--- src/rtl/video_fetch.sv ---
// rtl/video_fetch.sv - line fetcher: Wishbone byte reads from video RAM into a show-ahead FIFO
module video_fetch #(
    parameter int                       FIFO_DEPTH    = 4,
    parameter int                       WB_ADDR_WIDTH = 17,
    parameter int                       DATA_WIDTH    = 8,
    parameter logic [WB_ADDR_WIDTH-1:0] VRAM_BASE     = 17'h08000
) (
    input  logic                     wb_clock_i,
    input  logic                     wb_reset_i,
    input  logic                     line_start_i,
    input  logic [10:0]              line_addr_i,
    input  logic [6:0]               line_len_i,
    output logic [WB_ADDR_WIDTH-1:0] wb_addr_o,
    output logic [DATA_WIDTH-1:0]    wb_data_o,
    output logic                     wb_we_o,
    output logic                     wb_cycle_o,
    output logic                     wb_strobe_o,
    input  logic                     wb_stall_i,
    input  logic                     wb_ack_i,
    input  logic [DATA_WIDTH-1:0]    wb_data_i,
    input  logic                     rd_en_i,
    output logic [DATA_WIDTH-1:0]    rd_data_o,
    output logic                     empty_o,
    output logic                     busy_o
);

    localparam int PTR_W = $clog2(FIFO_DEPTH);

    typedef enum logic [1:0] {
        IDLE     = 2'd0,
        REQ      = 2'd1,
        WAIT_ACK = 2'd2,
        ABORT    = 2'd3
    } state_t;

    state_t state;
    state_t state_next;

    logic [10:0]           offset;
    logic [6:0]            remaining;
    logic [DATA_WIDTH-1:0] mem [FIFO_DEPTH];
    logic [PTR_W-1:0]      wr_ptr;
    logic [PTR_W-1:0]      rd_ptr;
    logic [PTR_W:0]        count;

    logic len_nz;
    logic fifo_full;
    logic fifo_empty;
    logic req_accept;
    logic push;
    logic pop;

    // Depth is a power of two, so the count MSB alone marks "full".
    assign len_nz     = (line_len_i != 7'd0);
    assign fifo_full  = count[PTR_W];
    assign fifo_empty = (count == '0);
    assign req_accept = wb_strobe_o && !wb_stall_i;
    // A new line_start discards whatever ack lands in the same cycle.
    assign push       = (state == WAIT_ACK) && wb_ack_i && !line_start_i && !wb_reset_i;
    assign pop        = rd_en_i && !fifo_empty;

    assign wb_we_o   = 1'b0;
    assign wb_data_o = '0;
    assign empty_o   = fifo_empty || wb_reset_i;
    assign rd_data_o = empty_o ? '0 : mem[rd_ptr];

    // State register
    always_ff @(posedge wb_clock_i) begin
        if (wb_reset_i) state <= IDLE;
        else            state <= state_next;
    end

    // Next-state logic; line_start_i overrides everything outside reset
    always_comb begin
        state_next = state;
        case (state)
            IDLE: begin
                if (line_start_i && len_nz) state_next = REQ;
            end
            REQ: begin
                if (line_start_i)    state_next = len_nz ? REQ : IDLE;
                else if (req_accept) state_next = WAIT_ACK;
            end
            WAIT_ACK: begin
                if (line_start_i)  state_next = len_nz ? ABORT : IDLE;
                else if (wb_ack_i) state_next = (remaining == 7'd1) ? IDLE : REQ;
            end
            ABORT: begin
                state_next = (line_start_i && !len_nz) ? IDLE : REQ;
            end
            default: state_next = IDLE;
        endcase
    end

    // Bus outputs; strobe only when a FIFO slot is free, dropped at once on a restart
    always_comb begin
        wb_cycle_o  = 1'b0;
        wb_strobe_o = 1'b0;
        wb_addr_o   = '0;
        busy_o      = 1'b0;
        if (!wb_reset_i) begin
            busy_o = (state != IDLE);
            case (state)
                REQ: begin
                    if (!fifo_full && !line_start_i) begin
                        wb_cycle_o  = 1'b1;
                        wb_strobe_o = 1'b1;
                        wb_addr_o   = VRAM_BASE + {{(WB_ADDR_WIDTH-11){1'b0}}, offset};
                    end
                end
                WAIT_ACK: wb_cycle_o = 1'b1;
                default: ;
            endcase
        end
    end

    // Line offset and remaining byte count; offset wraps modulo 2048
    always_ff @(posedge wb_clock_i) begin
        if (wb_reset_i) begin
            offset    <= 11'd0;
            remaining <= 7'd0;
        end else if (line_start_i) begin
            offset    <= line_addr_i;
            remaining <= line_len_i;
        end else if (push) begin
            offset    <= offset + 11'd1;
            remaining <= remaining - 7'd1;
        end
    end

    // FIFO pointers and count; flush beats a coincident pop
    always_ff @(posedge wb_clock_i) begin
        if (wb_reset_i || line_start_i) begin
            wr_ptr <= '0;
            rd_ptr <= '0;
            count  <= '0;
        end else begin
            if (push) wr_ptr <= wr_ptr + 1'b1;
            if (pop)  rd_ptr <= rd_ptr + 1'b1;
            if (push && !pop)      count <= count + 1'b1;
            else if (pop && !push) count <= count - 1'b1;
        end
    end

    // FIFO storage write
    always_ff @(posedge wb_clock_i) begin
        if (push) mem[wr_ptr] <= wb_data_i;
    end

endmodule
--- config.mk ---
export PLATFORM = sky130hd
export DESIGN_NAME = video_fetch
export DESIGN_NICKNAME = d
export VERILOG_FILES = /design/src/rtl/video_fetch.sv
export SDC_FILE = /design/constraint.sdc
export NUM_CORES = 1
export LEC_CHECK = 0
export CORE_UTILIZATION = 42
export CTS_BUF_LIST = sky130_fd_sc_hd__clkbuf_8
export DETAILED_ROUTE_END_ITERATION = 8
export PLACE_DENSITY = 0.69
export SLEW_MARGIN = 25
export SYNTH_ARGS = -nofsm -noshare
export SYNTH_HDL_FRONTEND = slang
export SYNTH_SLANG_ARGS = --single-unit
--- constraint.sdc ---
create_clock -name wb_clock_i -period 4.5 [get_ports wb_clock_i]
set_clock_uncertainty 0.1 [all_clocks]
set_input_delay 0.9 -clock wb_clock_i [delete_from_list [all_inputs] [get_ports wb_clock_i]]
set_output_delay 0.9 -clock wb_clock_i [all_outputs]
set_load 0.01 [all_outputs]
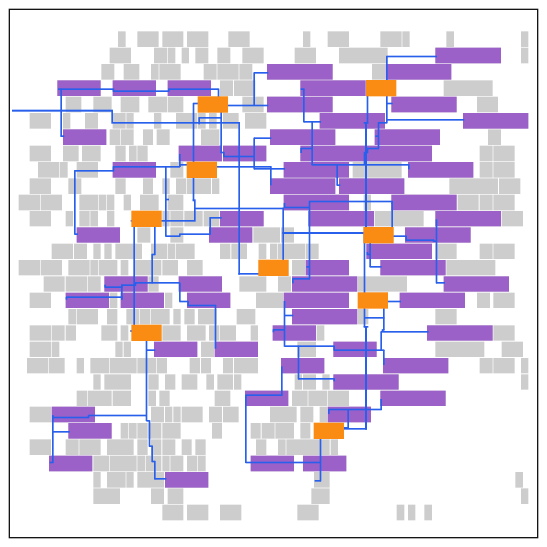
run_1/clk_routes.png
Drawn at 6 px/um.
blue -> clock wires  # length 780 um
orange -> clock drivers  # count 9
purple -> flip-flops  # count 61
flops lie = all over the die

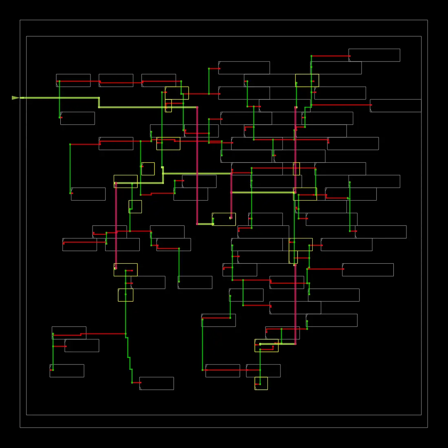
run_1/clocks.png
flip-flops: 61
clock buffers: 9
Clk. pwr: 411 uW
worst skew pair latency: 330 ps

==> impl_metrics.py, run 1 <==
# Synthesis and PnR figures
metrics = {
    "drt": {
        "dr.pass1.iters": 4,
        "drt_iter0_drc": 117,
        "via_per_inst": 5.05,
        "wire_per_inst_um": 13.6,
        "postRouteAntennaNets": 0,
        "drcViolationCount": 0,
        "vias": 2230,
    },
    "critical_path": {
        "worstPathRequired_ps": 3500,
        "cp_max_fo": 13,
        "critPathArrivalTime_ps": 2610,
        "start_kind": "input pin",
        "cp-end-kind": "primary output",
        "critPathKind": "input pin to primary output",
    },
    "timing": {
        "fin_ws_ps": 891,
        "fmaxAchievable_mhz": 277,
        "hold_ws_ps": 370,
        "period_needed_ps": 3610,
        "fin_crit_sh_pct": 80.2,
        "rsz0062_at_grt": "false",
        "slew_violations": 0,
        "tns_ps": 0,
        "slew_headroom_pct": 59.5,
        "finalHoldViolCount": 0,
        "finalSetupViolCount": 0,
        "tightest_slew_ps": 602,
    },
    "power_and_ir_drop": {
        "power_frac_seq_pct": 53.5,
        "p_sw_uw": 288,
        "leakage_uw": 0.00131,
        "p_per_area_nw_per_um2": 297,
        "swShare_pct": 25.3,
        "internal-power_uw": 852,
        "clkPwrFrac_pct": 36.1,
        "peakVddDrop_uv": 135,
        "p_comb_share_pct": 10.4,
    },
    "final_layout": {
        "combGateArea_sq_um": 1370,
        "synthToLayoutAreaGrowth_pct": 23.9,
        "drive_gt1_share_pct": 9.25,
        "utilization_pct": 55.2,
        "layout.nets": 386,
        "regArea_sq_um": 1540,
        "fillers": 614,
        "diodes": 0,
    },
    "place": {
        "place_congestion": 0.797,
        "place_ws_ps": 885,
        "hpwl_um": 4240,
    },
    "yosys": {
        "synth_top_cell_by_area": "edfxtp_1",
        "syn_area_per_cell_sq_um": 10.8,
        "synth_chip_area_sq_um": 3090,
        "top_area_share_pct": 31.1,
        "synth_flops": 61,
        "synth_cell_types": 44,
        "async_reset_ff_share_pct": 0,
        "synth_area_sq_um": 3090,
        "synth_cells": 287,
        "top_cells_by_count": "edfxtp_1, dfxtp_1, nand2_1, nor2_1, buf_4",
        "ys_seq_share_pct": 49.8,
        "yosysMostFrequentCell": "edfxtp_1",
        "yosys_warnings": 0,
        "edf_count": 32,
        "ff_type": "edfxtp_1",
        "yosys_cells": 287,
    },
    "global_routing": {
        "grt_max_degree": 27,
        "met1_usage_pct": 20.9,
        "grt_overflow": 0,
        "top_usage_layer": "met2",
        "grt_pass1_vias": 2114,
        "grtUsageMet2_pct": 28.1,
        "met3_usage_pct": 4.34,
        "antenna_found_initial": 0,
        "grt_pass1_wl_um": 9850,
    },
    "clock_network": {
        "path_clk_slew_ps": 60,
        "cts_hold_buffers": 0,
        "root_buffer": "clkbuf_8",
        "ctsResizeCount": 0,
        "post_cts_buffers": 0,
        "cts_tree": "yes",
        "clock_sinks": 61,
        "cts_buffer_depth": 2,
        "numCtsBuffers": 9,
        "h-tree-depth": 3,
    },
    "floorplanning": {
        "fp_util_pct": 44.6,
        "rows": 30,
        "pin_count": 70,
        "core_region_area_sq_um": 6940,
        "die_area_sq_um": 7710,
    },
    "run": {
        "drv_cap": 0,
        "openroad.warnings": 33,
    },
    "run_status": {
        "status": "finished, final reports clean",
    },
    "worst_hold_path": {
        "min_path_type": "flip-flop to flip-flop",
    },
}
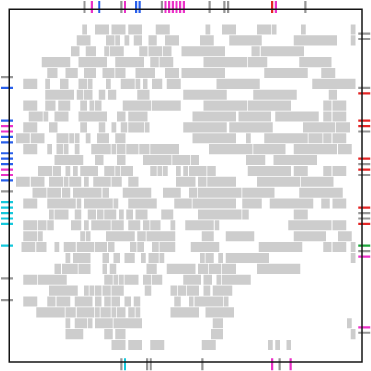
run_1/io_placement.png
Drawn at 4 px/um. Pins as bars across the die edge, other pins in grey.
blue -> `line_addr_i`  # pins 11, direction input, edge 8 left, 3 top
green -> `empty_o`  # pins 1, direction output, edge right
magenta -> `wb_addr_o`  # pins 17, direction output, edge 9 top, 4 left, 2 right, 2 bottom
cyan -> `line_len_i`  # pins 7, direction input, edge 6 left, 1 bottom
red -> `rd_data_o`  # pins 8, direction output, edge 7 right, 1 top
all pins by edge = 22 left, 20 right, 20 top, 8 bottom
DIE HEIGHT: 87.8 um
die x size: 87.8 um
Port Buffers: 55

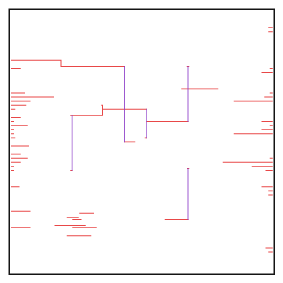
run_1/wires.png
Drawn at 3 px/um. Two of the layers only.
purple -> metal 4  # wire length 88.4 um
red -> metal 3  # wire length 299 um
gr usage total: 17.2%
total wire length: 6020 um

## run 1: worst max-delay path: stages
cell             delay [ps]
clkdlybuf4s50_1         410
nand2b_1                230
nor3_1                  170
buf_4                   200
and2_1                  140
clkdlybuf4s50_1         540
## run 1: path summary, 6_finish.rpt
kind                            slack, ps          from  depth (start not counted)      endpoint
worst max-delay path                  890  line_start_i                          6  wb_addr_o[3]
worst min-delay path                  370  remaining[5]                          2  remaining[5]
worst max register to register       1810      state[0]                         10      count[2]
worst min register to register        370  remaining[5]                          2  remaining[5]
## run 1: state kept, by name, indices dropped and copies added, names as in the netlist, named ones only
signal     flops
mem           32
offset        11
remaining      7
count          3
rd_ptr         2
state          2
wr_ptr         2
## run 1: per-layer routing
metal | up-vias | share of wire (%) | wire (um)
li1 | 1094 | - | -
met1 | 1060 | 45 | 2710
met2 | 65 | 49 | 2920
met3 | 11 | 5.0 | 299
met4 | 0 | 1.5 | 88
met5 | - | 0 | 0
## run 1: per-stage QoR
step / std cells / total power (uW) / cell area (sq um)
floorplan: 300 / 694 / 3140
global placement: 426 / 740 / 3670
detailed placement: 426 / 740 / 3670
CTS: 442 / 1150 / 3830
global route: 442 / 1200 / 3830
finish: 442 / 1140 / 3830
## run 1: layout make-up
class,count,share of cell area [%]
multi-input cells,198,35.8
clock inverters,7,1.14
well taps,96,3.13
clock buffers,9,3.23
inverters,10,0.979
repair buffers,61,15.5
flip-flops and latches,61,40.2
## run 1: power groups by stage
stage	Sequential (uW)	Combinational [uW]	Clock (uW)
2_1_floorplan	619	75.6	0
3_3_place_gp	622	118	0
3_5_place_dp	622	118	0
4_1_cts	610	118	426
5_1_grt	612	131	452
6_report	610	118	411
## run 1: cell families (layout without fill, tap and decap cells)
family	Yosys count	in the layout	share of synthesized area [%]
AND/OR/NAND/NOR	109	109	18.1
flip-flops	61	61	49.8
buffers and inverters	41	87	7.44
AND-OR/OR-AND	33	33	6.96
XOR/XNOR	16	16	4.53
adder cells (fa/ha/maj)	13	13	5.50
multiplexers	13	13	7.56
other	1	14	0.121
## run 1: cell usage in the layout (no fill, tap or decap), drive strengths merged, types with 3 or more instances in the layout
master	instances
nand4	4
a211oi	10
mux4	8
mux2	3
clkinv	4
xor2	6
edfxtp	32
nand3	7
nor2b	8
nor2	22
nor4	5
nand2	23
a21oi	14
clkinvlp	3
conb	14
nor3	11
clkbuf	9
dfxtp	29
inv	10
ha	12
and2	16
nand2b	3
buf	6
clkdlybuf4s50	55
xnor2	10
==> run 2, diff against run 1 <==
==> constraint.sdc (replaced) <==
create_clock -name wb_clock_i -period 3.7 [get_ports wb_clock_i]
set_clock_uncertainty 0.1 [all_clocks]
set_input_delay 0.74 -clock wb_clock_i [delete_from_list [all_inputs] [get_ports wb_clock_i]]
set_output_delay 0.74 -clock wb_clock_i [all_outputs]
set_load 0.01 [all_outputs]
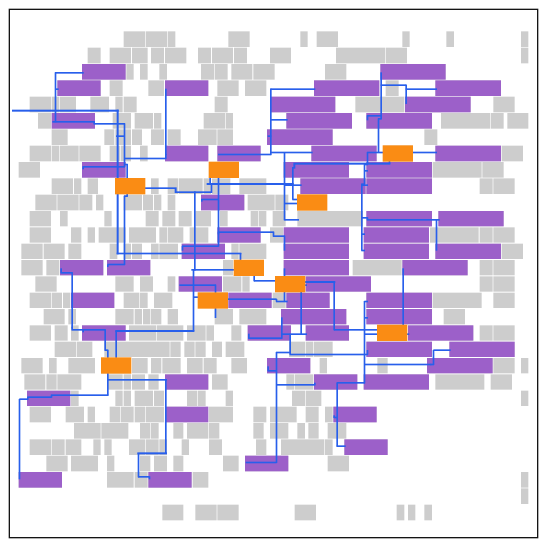
run_2/clk_routes.png
Drawn at 6 px/um.
orange -> clock drivers  # count 9
blue -> clock wires  # length 736 um
purple -> flip-flops  # count 61
routed clock nets = 10
Clk. pwr: 652 uW
Clk pwr share: 42.4%

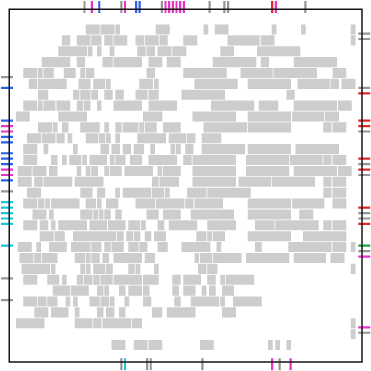
run_2/io_placement.png
Drawn at 4 px/um. Pins as bars across the die edge, other pins in grey.
cyan -> `line_len_i`  # pins 7, direction input, edge 6 left, 1 bottom
red -> `rd_data_o`  # pins 8, direction output, edge 7 right, 1 top
blue -> `line_addr_i`  # pins 11, direction input, edge 8 left, 3 top
magenta -> `wb_addr_o`  # pins 17, direction output, edge 9 top, 4 left, 2 right, 2 bottom
green -> `empty_o`  # pins 1, direction output, edge right
all pins by edge = 22 left, 20 right, 20 top, 8 bottom

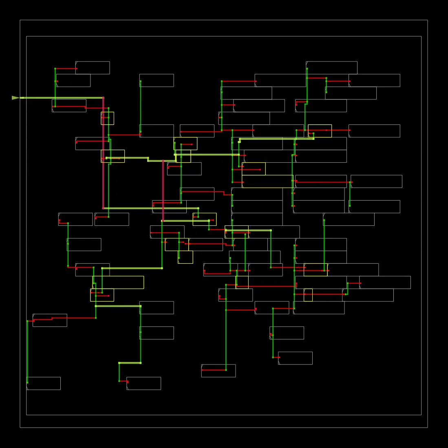
run_2/clocks.png
cts bufs inserted: 9
number of clock sinks: 61

==> run 2 against run 1 <==
Effect of this change: sequential cell count did not move; count of clock-buffer cells in the layout did not move; critical path depth did not move; first-iteration DRC count fell by 9.4%; design area rose by 1.4%; critical path type unchanged; largest cell class unchanged.
==> impl_metrics.py, run 2 <==
# Synthesis and PnR figures
metrics = {
    "run_status": {
        "status": "finished, final reports clean",
    },
    "timing": {
        "finalSetupViolCount": 0,
        "fin_crit_sh_pct": 89.6,
        "slew_headroom_pct": 63.7,
        "rsz0062_at_grt": "false",
        "slew_violations": 0,
        "period_needed_ps": 3320,
        "fmaxAchievable_mhz": 302,
        "tns_ps": 0,
        "tightest_slew_ps": 539,
    },
    "yosys": {
        "top_area_share_pct": 31.1,
        "synth_cells": 287,
        "synth_chip_area_sq_um": 3090,
        "ys_seq_share_pct": 49.8,
        "edf_count": 32,
        "ff_type": "edfxtp_1",
        "top_cells_by_count": "edfxtp_1, dfxtp_1, nand2_1, nor2_1, buf_4",
        "xor_share_pct": 4.53,
        "yosysMostFrequentCell": "edfxtp_1",
        "synth_flops": 61,
        "synth_area_sq_um": 3090,
        "yosys_warnings": 0,
        "async_reset_ff_share_pct": 0,
        "simple_gate_area_share_pct": 18.1,
        "yosys.area_share.aoi_pct": 6.96,
        "yosys_cells": 287,
        "syn_area_per_cell_sq_um": 10.8,
        "synth_cell_types": 44,
        "synth_top_cell_by_area": "edfxtp_1",
    },
    "floorplanning": {
        "fp_util_pct": 44.6,
        "die_w_um": 87.8,
        "die_y_um": 87.8,
        "rows": 30,
        "die_area_sq_um": 7710,
        "core_region_area_sq_um": 6940,
        "pin_count": 70,
    },
    "place": {
        "place_congestion": 0.802,
        "portBuffers": 55,
        "hpwl_um": 4340,
    },
    "drt": {
        "wire_per_inst_um": 13.8,
        "via_per_inst": 4.97,
        "drcViolationCount": 0,
        "postRouteAntennaNets": 0,
        "dr.pass1.iters": 4,
        "drt_iter0_drc": 106,
        "vias": 2198,
        "drt_wl_total_um": 6110,
    },
    "final_layout": {
        "utilization_pct": 56.0,
        "layout.nets": 386,
        "drive_gt1_share_pct": 9.83,
        "mostFrequentLayoutCell": "clkdlybuf4s50_1",
        "largest_reg_flops": 32,
        "synthToLayoutAreaGrowth_pct": 25.6,
        "final_cell_mix": "clkdlybuf4s50_1, edfxtp_1, dfxtp_1",
        "diodes": 0,
    },
    "global_routing": {
        "grt_pass1_wl_um": 9960,
        "antenna_found_initial": 0,
        "grt_overflow": 0,
        "gr-usage-all-layers_pct": 17.2,
        "grt_pass1_vias": 2144,
        "grt_max_degree": 27,
    },
    "run": {
        "drv_cap": 0,
        "openroad.warnings": 33,
    },
    "power_and_ir_drop": {
        "power_uw": 1540,
    },
    "critical_path": {
        "rr_endpoint": "count[2]",
        "timing.rr.start": "state[0]",
        "rr_worst_depth": 9,
        "critPathKind": "input pin to primary output",
        "cp-end-kind": "primary output",
        "cp_max_fo": 13,
        "reg2reg_slack_ps": 1050,
    },
    "clock_network": {
        "cts_tree": "yes",
        "ctsResizeCount": 0,
        "h-tree-depth": 3,
        "root_buffer": "clkbuf_8",
        "clock_latency_ps": 330,
        "post_cts_buffers": 0,
    },
    "worst_hold_path": {
        "holdPathStages": 2,
        "hold_end": "remaining[5]",
        "min_path_type": "flip-flop to flip-flop",
        "hold_start": "remaining[5]",
    },
}
-- run 2: cell counts after synthesis --
Identical to the previous run, type by type.
-- run 2: final cells by class --
type / count / area [sq um]
fill: 612 / 3060
clock inverter: 7 / 97.6
multi-input combinational: 198 / 1370
tap: 96 / 120
sequential: 61 / 1540
clock buffer: 9 / 124
inverter: 10 / 37.5
timing repair buffer: 61 / 596
-- run 2: cell families (layout without fill, tap and decap cells) --
logic type               count (synthesis)  after routing
AND/OR/NAND/NOR                        109            109
flip-flops                              61             61
buffers and inverters                   41             87
AND-OR/OR-AND                           33             33
XOR/XNOR                                16             16
adder cells (fa/ha/maj)                 13             13
multiplexers                            13             13
other                                    1             14
-- run 2: through the flow --
stage / cell area (sq um) / hold WS, ps / std cells / setup slack, ps
3_5_place_dp: 3670 / 365 / 426 / 374
3_3_place_gp: 3670 / 355 / 426 / 443
4_1_cts: 3890 / 375 / 442 / 364
2_1_floorplan: 3140 / 343 / 300 / 1050
6_report: 3890 / 376 / 442 / 385
5_1_grt: 3890 / 396 / 442 / 265
-- run 2: how the worst max path moves through the flow --
stage | depth (start not counted) | slack (ps) | to | startpoint
floorplan | 9 | 1050 | count[2] | line_start_i
global placement | 6 | 440 | wb_addr_o[4] | line_start_i
detailed placement | 6 | 370 | wb_addr_o[5] | line_start_i
CTS | 6 | 360 | wb_addr_o[6] | line_start_i
global route | 6 | 270 | wb_addr_o[2] | line_start_i
finish | 6 | 380 | wb_addr_o[3] | line_start_i
-- run 2: worst max-delay path, stage by stage --
cell and delay [ps]:
clkdlybuf4s50_1 420, nand2b_1 240, nor3_1 180, buf_4 220, and2_1 140, clkdlybuf4s50_1 540
-- run 2: power breakdown --
group	internal (uW)	switching [uW]	total [uW]
combinational	73.0	71.7	145
clock	382	270	652
sequential	725	16.8	742
-- run 2: per-layer routing --
layer  GRT usage [%]  wire length [um]  vias to the layer above
met2            29.1              2960                       70
met3            5.94               320                        4
met1            21.2              2800                     1030
met4            4.02                36                        0
li1                -                 -                     1094
met5               0                 0                        -
==> run 3, diff against run 2 <==
--- a/config.mk
+++ b/config.mk
@@ -5,6 +5,7 @@
 export SDC_FILE = /design/constraint.sdc
 export NUM_CORES = 1
 export LEC_CHECK = 0
+export CAP_MARGIN = 10
 export CORE_UTILIZATION = 42
 export CTS_BUF_LIST = sky130_fd_sc_hd__clkbuf_8
 export DETAILED_ROUTE_END_ITERATION = 8
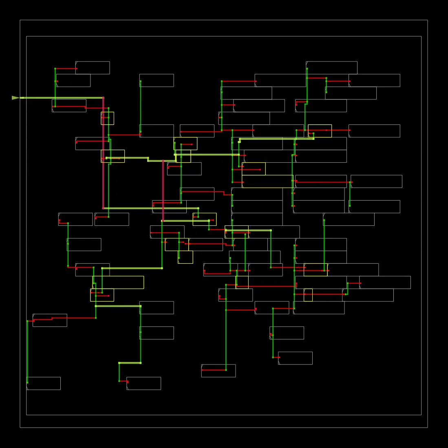
run_3/clocks.png

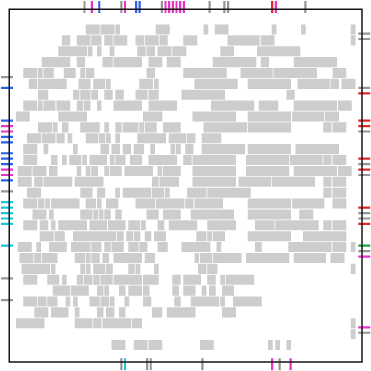
run_3/io_placement.png
Drawn at 4 px/um. Pins as bars across the die edge, other pins in grey.
magenta -> `wb_addr_o`  # pins 17, direction output, edge 9 top, 4 left, 2 right, 2 bottom
cyan -> `line_len_i`  # pins 7, direction input, edge 6 left, 1 bottom
green -> `empty_o`  # pins 1, direction output, edge right
red -> `rd_data_o`  # pins 8, direction output, edge 7 right, 1 top
blue -> `line_addr_i`  # pins 11, direction input, edge 8 left, 3 top
all pins by edge = 22 left, 20 right, 20 top, 8 bottom

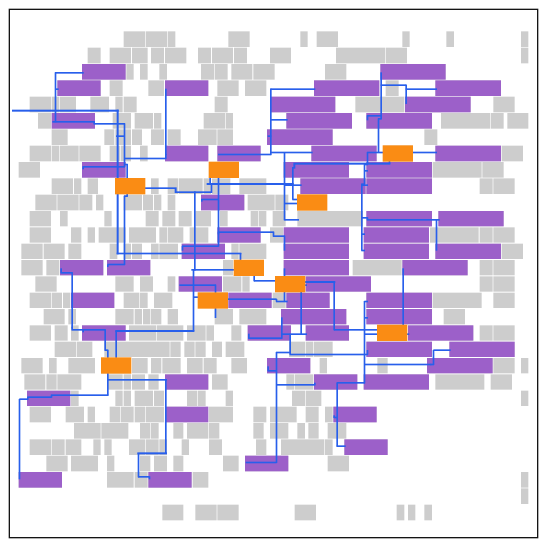
run_3/clk_routes.png
Drawn at 6 px/um.
blue -> clock wires  # length 736 um
orange -> clock drivers  # count 9
purple -> flip-flops  # count 61
routed clock nets = 10

==> run 3 against run 2 <==
Effect of this change: sequential power barely moved; worst setup slack did not move; final cell count unchanged; global-route usage unchanged; register-to-register slack barely moved; core utilization stayed put; power unchanged; routed wire length unchanged; synthesized area stayed put; critical path depth unchanged; synthesized cell count did not move; hold slack unchanged; critical endpoint unchanged.
==> impl_metrics.py, run 3 <==
# Synthesis and PnR figures
metrics = {
    "run_status": {
        "status": "finished, final reports clean",
    },
    "critical_path": {
        "crit_buf_inv": 3,
        "critPathMostFrequentCell": "clkdlybuf4s50_1",
        "cp_max_fo": 13,
        "worstPathCellList": "clkdlybuf4s50_1 > nand2b_1 > nor3_1 > buf_4 > and2_1 > clkdlybuf4s50_1",
        "critical_path.max_stage_delay_ps": 540,
        "slowest_stage": "clkdlybuf4s50_1",
        "critPathTopFamily": "buffers and inverters",
        "critPathLaunch": "line_start_i",
        "cp-end-kind": "primary output",
        "worstPathRequired_ps": 2860,
        "timing.rr.start": "state[0]",
        "critPathKind": "input pin to primary output",
    },
    "timing": {
        "slew_violations": 0,
        "period_needed_ps": 3320,
        "fin_crit_sh_pct": 89.6,
        "hold_ws_ps": 376,
        "fmaxAchievable_mhz": 302,
        "slew_headroom_pct": 63.7,
        "finalSetupViolCount": 0,
        "rsz0062_at_grt": "false",
        "tns_ps": 0,
        "tightest_slew_ps": 539,
    },
    "clock_network": {
        "clock_sinks": 61,
        "clock_latency_ps": 330,
        "cts_tree": "yes",
        "ctsResizeCount": 0,
        "cts_buffer_depth": 2,
        "numCtsBuffers": 9,
        "h-tree-depth": 3,
        "root_buffer": "clkbuf_8",
        "post_cts_buffers": 0,
    },
    "final_layout": {
        "largest_reg_flops": 32,
        "regArea_sq_um": 1540,
        "layout.nets": 386,
        "final_cell_mix": "clkdlybuf4s50_1, edfxtp_1, dfxtp_1",
        "diodes": 0,
        "mostFrequentLayoutCell": "clkdlybuf4s50_1",
        "drive_gt1_share_pct": 9.83,
        "combGateArea_sq_um": 1370,
        "fillers": 612,
        "final_area_sq_um": 3890,
        "synthToLayoutAreaGrowth_pct": 25.6,
    },
    "floorplanning": {
        "pin_count": 70,
        "core_region_area_sq_um": 6940,
        "die_w_um": 87.8,
        "die_area_sq_um": 7710,
        "rows": 30,
        "fp_util_pct": 44.6,
        "die_y_um": 87.8,
    },
    "place": {
        "portBuffers": 55,
        "placed_cell_area_sq_um": 3670,
        "hpwl_um": 4340,
        "place_congestion": 0.802,
    },
    "global_routing": {
        "grt_overflow": 0,
        "gr-usage-all-layers_pct": 17.2,
        "antenna_found_initial": 0,
        "grt_pass1_vias": 2144,
        "grt_pass1_wl_um": 9960,
        "grt_max_degree": 27,
    },
    "yosys": {
        "ys_seq_share_pct": 49.8,
        "top_area_share_pct": 31.1,
        "edf_count": 32,
        "yosys_cells": 287,
        "top_cells_by_count": "edfxtp_1, dfxtp_1, nand2_1, nor2_1, buf_4",
        "yosysMostFrequentCell": "edfxtp_1",
        "synth_top_cell_by_area": "edfxtp_1",
        "async_reset_ff_share_pct": 0,
        "synth_cells": 287,
        "ff_type": "edfxtp_1",
        "syn_area_per_cell_sq_um": 10.8,
        "yosys_warnings": 0,
        "synth_flops": 61,
        "synth_chip_area_sq_um": 3090,
    },
    "drt": {
        "drt_wl_total_um": 6110,
        "drcViolationCount": 0,
        "postRouteAntennaNets": 0,
        "vias": 2198,
        "dr.pass1.iters": 4,
        "drt_iter0_drc": 106,
        "wire_per_inst_um": 13.8,
    },
    "run": {
        "openroad.warnings": 33,
        "drv_cap": 0,
    },
    "worst_hold_path": {
        "min_path_type": "flip-flop to flip-flop",
    },
}
==> run 3: cell counts after synthesis <==
No cell type changed its count.
==> run 3: kinds of logic (layout without fill, tap and decap cells) <==
group,count (synthesis),after routing,share of synthesized area (%)
simple gates,109,109,18.1
flops,61,61,49.8
buf+inv,41,87,7.44
compound gates,33,33,6.96
xor+xnor,16,16,4.53
fa+ha+maj,13,13,5.50
mux,13,13,7.56
other cells,1,14,0.121
==> run 3: per-stage QoR <==
| stage | worst slack (ps) | cells | power, uW |
|---|---|---|---|
| floorplan | 1050 | 300 | 844 |
| global placement | 443 | 426 | 900 |
| detailed placement | 374 | 426 | 901 |
| CTS | 364 | 442 | 1560 |
| global route | 265 | 442 | 1610 |
| finish | 385 | 442 | 1540 |
==> run 3: report_power, final <==
part / internal [uW] / switching, uW / leakage [uW]
Combinational: 73.0 / 71.7 / 0.000703
Clock: 382 / 270 / 0.000106
Sequential: 725 / 16.8 / 0.000525
Total: 1180 / 359 / 0.00133
==> run 3: layer usage <==
layer / GRT usage, % / part of all wire (%) / wire, um / vias to the layer above
met1: 21.2 / 46 / 2800 / 1030
met4: 4.02 / 0.59 / 36 / 0
li1: - / - / - / 1094
met3: 5.94 / 5.2 / 320 / 4
met5: 0 / 0 / 0 / -
met2: 29.1 / 48 / 2960 / 70
==> run 3: final timing paths <==
| check | to | slack (ps) | cells after the start |
|---|---|---|---|
| setup / recovery | wb_addr_o[3] | 380 | 6 |
| hold / removal | remaining[5] | 380 | 2 |
| setup reg to reg | count[2] | 1050 | 9 |
| hold reg to reg | remaining[5] | 380 | 2 |
==> run 3: cell type report <==
class / instances / share of cell area (%)
timing repair buffer: 61 / 15.3
sequential: 61 / 39.7
multi-input combinational: 198 / 35.3
inverter: 10 / 0.966
tap: 96 / 3.09
clock inverter: 7 / 2.51
clock buffer: 9 / 3.19
==> run 3: worst reg2reg max path: cells and delay by family, from the launching register on <==
| kind | cells | cell delay [ps] |
|---|---|---|
| AOI/OAI and AO/OA | 1 | 140 |
| xor gates and xnor gates | 1 | 180 |
| adders and majority gates | 3 | 1020 |
| buffers and inverters | 2 | 150 |
| DFF | 1 | 350 |
| and+or+nand+nor | 2 | 650 |
Power figures rest on the tool's default switching activity, not on a simulated workload.
